Design sram_ctrl, sky130hd; sources not shown.
### Clock routing, run 1

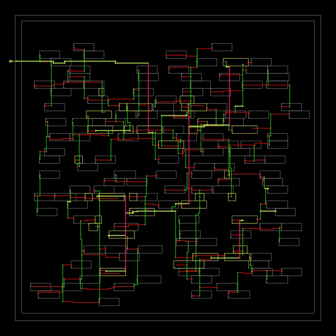
Clock Sinks: 122
Latency at later pin: 0.42 ns
clk_skew: 0.0114 ns
Clock net power: 4.94 mW

### Logic cells by family, run 1

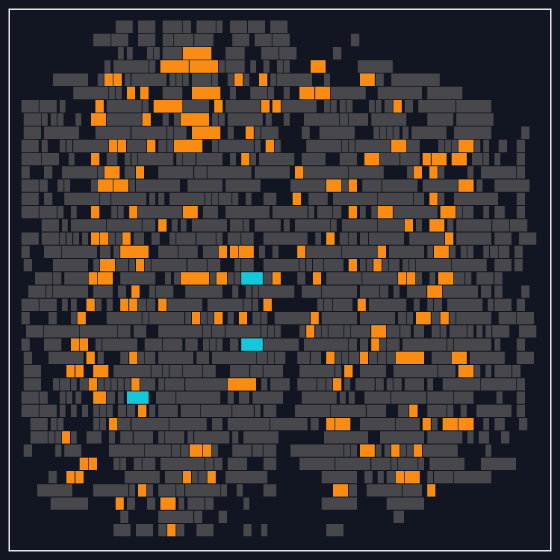
Cyan is fa/ha/maj cells, cells 3. Orange is aoi and oai cells, cells 148, where all over the die.
Top cell excl fill/tap: nor2_1
Comb area share: 31.6%

### Clock wires, drivers and flops, run 1

Scale bar: 20 um.
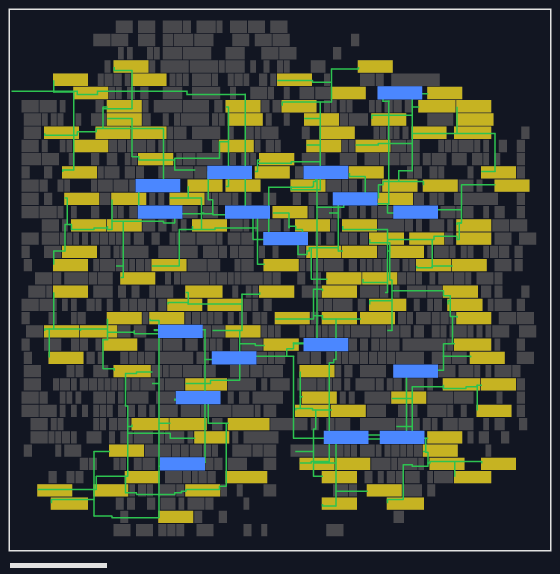
Yellow is flip-flops, count 122. Green is clock wires, length 1,600 um. Blue is clock drivers, count 17.
There are 18 routed clock nets. Position of the flops: all over the die.
Clk pwr share: 39.8%

==> flow_metrics.env, run 1 <==
# source this file to load flow results
export IMPL_grt_busiest_layer="met2"
export IMPL_rrSetupSlack_ns=-0.31
export IMPL_synthSimpleGateAreaFrac_pct=26.5
export IMPL_ff_count=122
export IMPL_antenna_found_initial=0
export IMPL_cts_resized=421
export IMPL_placed_cell_area_mm2=0.00650
export IMPL_syn_instance_count=644
export IMPL_ioPinCount=153
export IMPL_drtIter0Drc=343
export IMPL_comb_area_mm2=0.00246
export IMPL_fillCellCount=847
export IMPL_cts_hold_buf=0
export IMPL_ys_types=30
export IMPL_violations="negative setup slack"
export IMPL_io_buffers=136
export IMPL_dp_hpwl_um=9760
export IMPL_fin_ws_ns=-0.715
export IMPL_drtPass1Iterations=6
export IMPL_finalSetupViolCount=137
export IMPL_place_ws_ns=-0.893
export IMPL_seq_share_pct=31.7
export IMPL_holdPathStages=2
export IMPL_logic_gates=462
export IMPL_syn_nets=731
export IMPL_signal_buffers=225
export IMPL_ys_sh_aoi_pct=16.0
export IMPL_die_y_um=111
export IMPL_status="finished, violations left"
export IMPL_synth_adder_area_share_pct=0.783
==> inputs of run 2 (changes only) <==
clock period = 1.55 ns   (was 1.2 ns; I/O delays follow)
### Clock routing, run 2

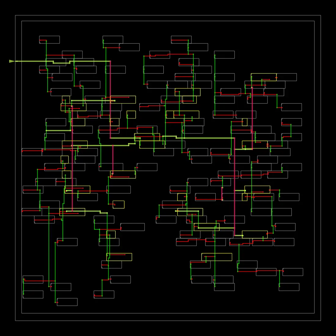
clkbuf count: 19
Seq cells: 122

==> run 2 against run 1 <==
Compared with the run above: the run still ends with negative setup slack left; critical path type unchanged; clock-buffer cell count unchanged; critical endpoint is now sram_dq_out[11]; total power down 27%; utilization shrank 5.5 points; largest power group unchanged.
==> flow_metrics.env, run 2 <==
# source this file to load flow results
export IMPL_place_ws_ns=-0.684
export IMPL_cts_resized=173
export IMPL_rsz0062_at_grt="yes"
export IMPL_worstMarginPinSlew_ns=0.678
export IMPL_sh_comb_area_pct=30.7
export IMPL_io_buffers=136
export IMPL_antenna_found_initial=0
export IMPL_lay_top_count="nor2_1"
export IMPL_fillCellCount=967
export IMPL_syn_instance_count=644
export IMPL_drt_met1_wl_um=5900
export IMPL_ys_types=30
export IMPL_holdPathStages=3
export IMPL_rrSetupSlack_ns=0.07
export IMPL_status="finished, violations left"
export IMPL_synthSimpleGateAreaFrac_pct=26.5
export IMPL_cts_hold_buf=0
export IMPL_logic_gates=462
export IMPL_syn_nets=731
export IMPL_clk_latency_ns=0.42
export IMPL_drtPass1Iterations=5
export IMPL_ioPinCount=153
export IMPL_die_w_um=111
export IMPL_fin_ws_ns=-0.461
export IMPL_placed_cell_area_mm2=0.00634
export IMPL_synth_adder_area_share_pct=0.783
export IMPL_seq_share_pct=34.2
export IMPL_p_seq_mw=3.64
export IMPL_violations="negative setup slack"
export IMPL_critical_path_top_delay_family="buffers and inverters"
export IMPL_ys_sh_aoi_pct=16.0
export IMPL_drtIter0Drc=307
export IMPL_comb_area_mm2=0.00220
export IMPL_finalSetupViolCount=19
export IMPL_cts_sinks=122
export IMPL_grt_pass1_wl_um=24200
### Clock wires, drivers and flops, run 2

Scale bar: 20 um.
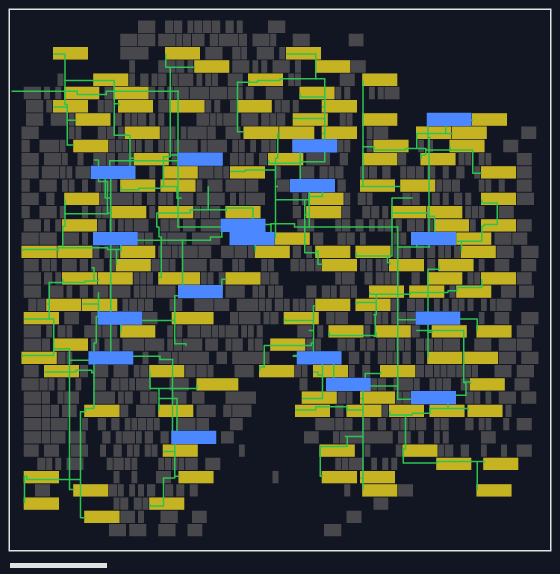
Green is clock wires, length 1,470 um. Yellow is flip-flops, count 122. Blue is clock drivers, count 17.
Position of the flops: all over the die.
Clock net power: 3.77 mW
clk_skew: 0.00755 ns
Clk pwr share: 41.4%

==> inputs of run 3 (changes only) <==
PLACE_DENSITY = 0.86   (was 0.84)
### Port wiring, run 3

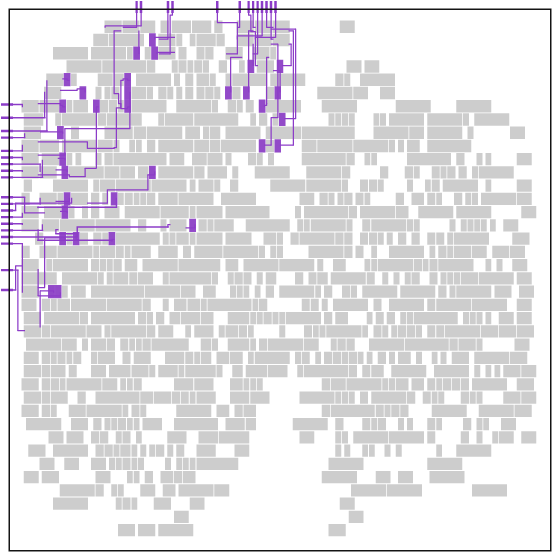
Purple is write_data, bits 32, direction input, edge 19 left, 13 top, end cells 32, buffers 32, wire 674 um.
Boundary Pins: 153
Buffers on Ports: 136

### Clock routing, run 3

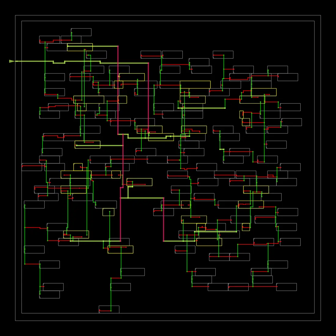
clkbuf count: 18
clk_skew: 0.00801 ns

==> run 3 against run 2 <==
Compared with the run above: the run still ends with negative setup slack left; hold slack improved by 0.029 ns; non-clock buffer count is 1 higher; sequential cell count unchanged; clock skew is essentially flat; die size stayed put; setup slack gained 0.069 ns; clock power rose by 9.5%; global-route usage shrank 0.55 points; largest cell class unchanged.
==> flow_metrics.env, run 3 <==
# source this file to load flow results
export IMPL_signal_buffers=198
export IMPL_seq_share_pct=33.8
export IMPL_fin_ws_ns=-0.391
export IMPL_syn_instance_count=644
export IMPL_rrSetupSlack_ns=-0.02
export IMPL_drtIter0Drc=329
export IMPL_placed_cell_area_mm2=0.00634
export IMPL_drtPass1Iterations=5
export IMPL_ff_count=122
export IMPL_holdPathStages=2
export IMPL_synthSimpleGateAreaFrac_pct=26.5
export IMPL_synth_adder_area_share_pct=0.783
export IMPL_fillCellCount=927
export IMPL_critical_path_top_delay_family="buffers and inverters"
export IMPL_sh_comb_area_pct=30.5
export IMPL_place_ws_ns=-0.694
export IMPL_cts_hold_buf=0
export IMPL_antenna_found_initial=0
export IMPL_rsz0062_at_grt="yes"
export IMPL_ys_types=30
export IMPL_comb_area_mm2=0.00222
export IMPL_finalSetupViolCount=20
export IMPL_grt_busiest_layer="met2"
export IMPL_die_w_um=111
export IMPL_drt_met1_wl_um=6080
export IMPL_cts_sinks=122
export IMPL_status="finished, violations left"
export IMPL_lay_top_count="nor2_1"
export IMPL_clk_latency_ns=0.42
export IMPL_violations="negative setup slack"
Power is estimated from default activity; no workload was simulated.
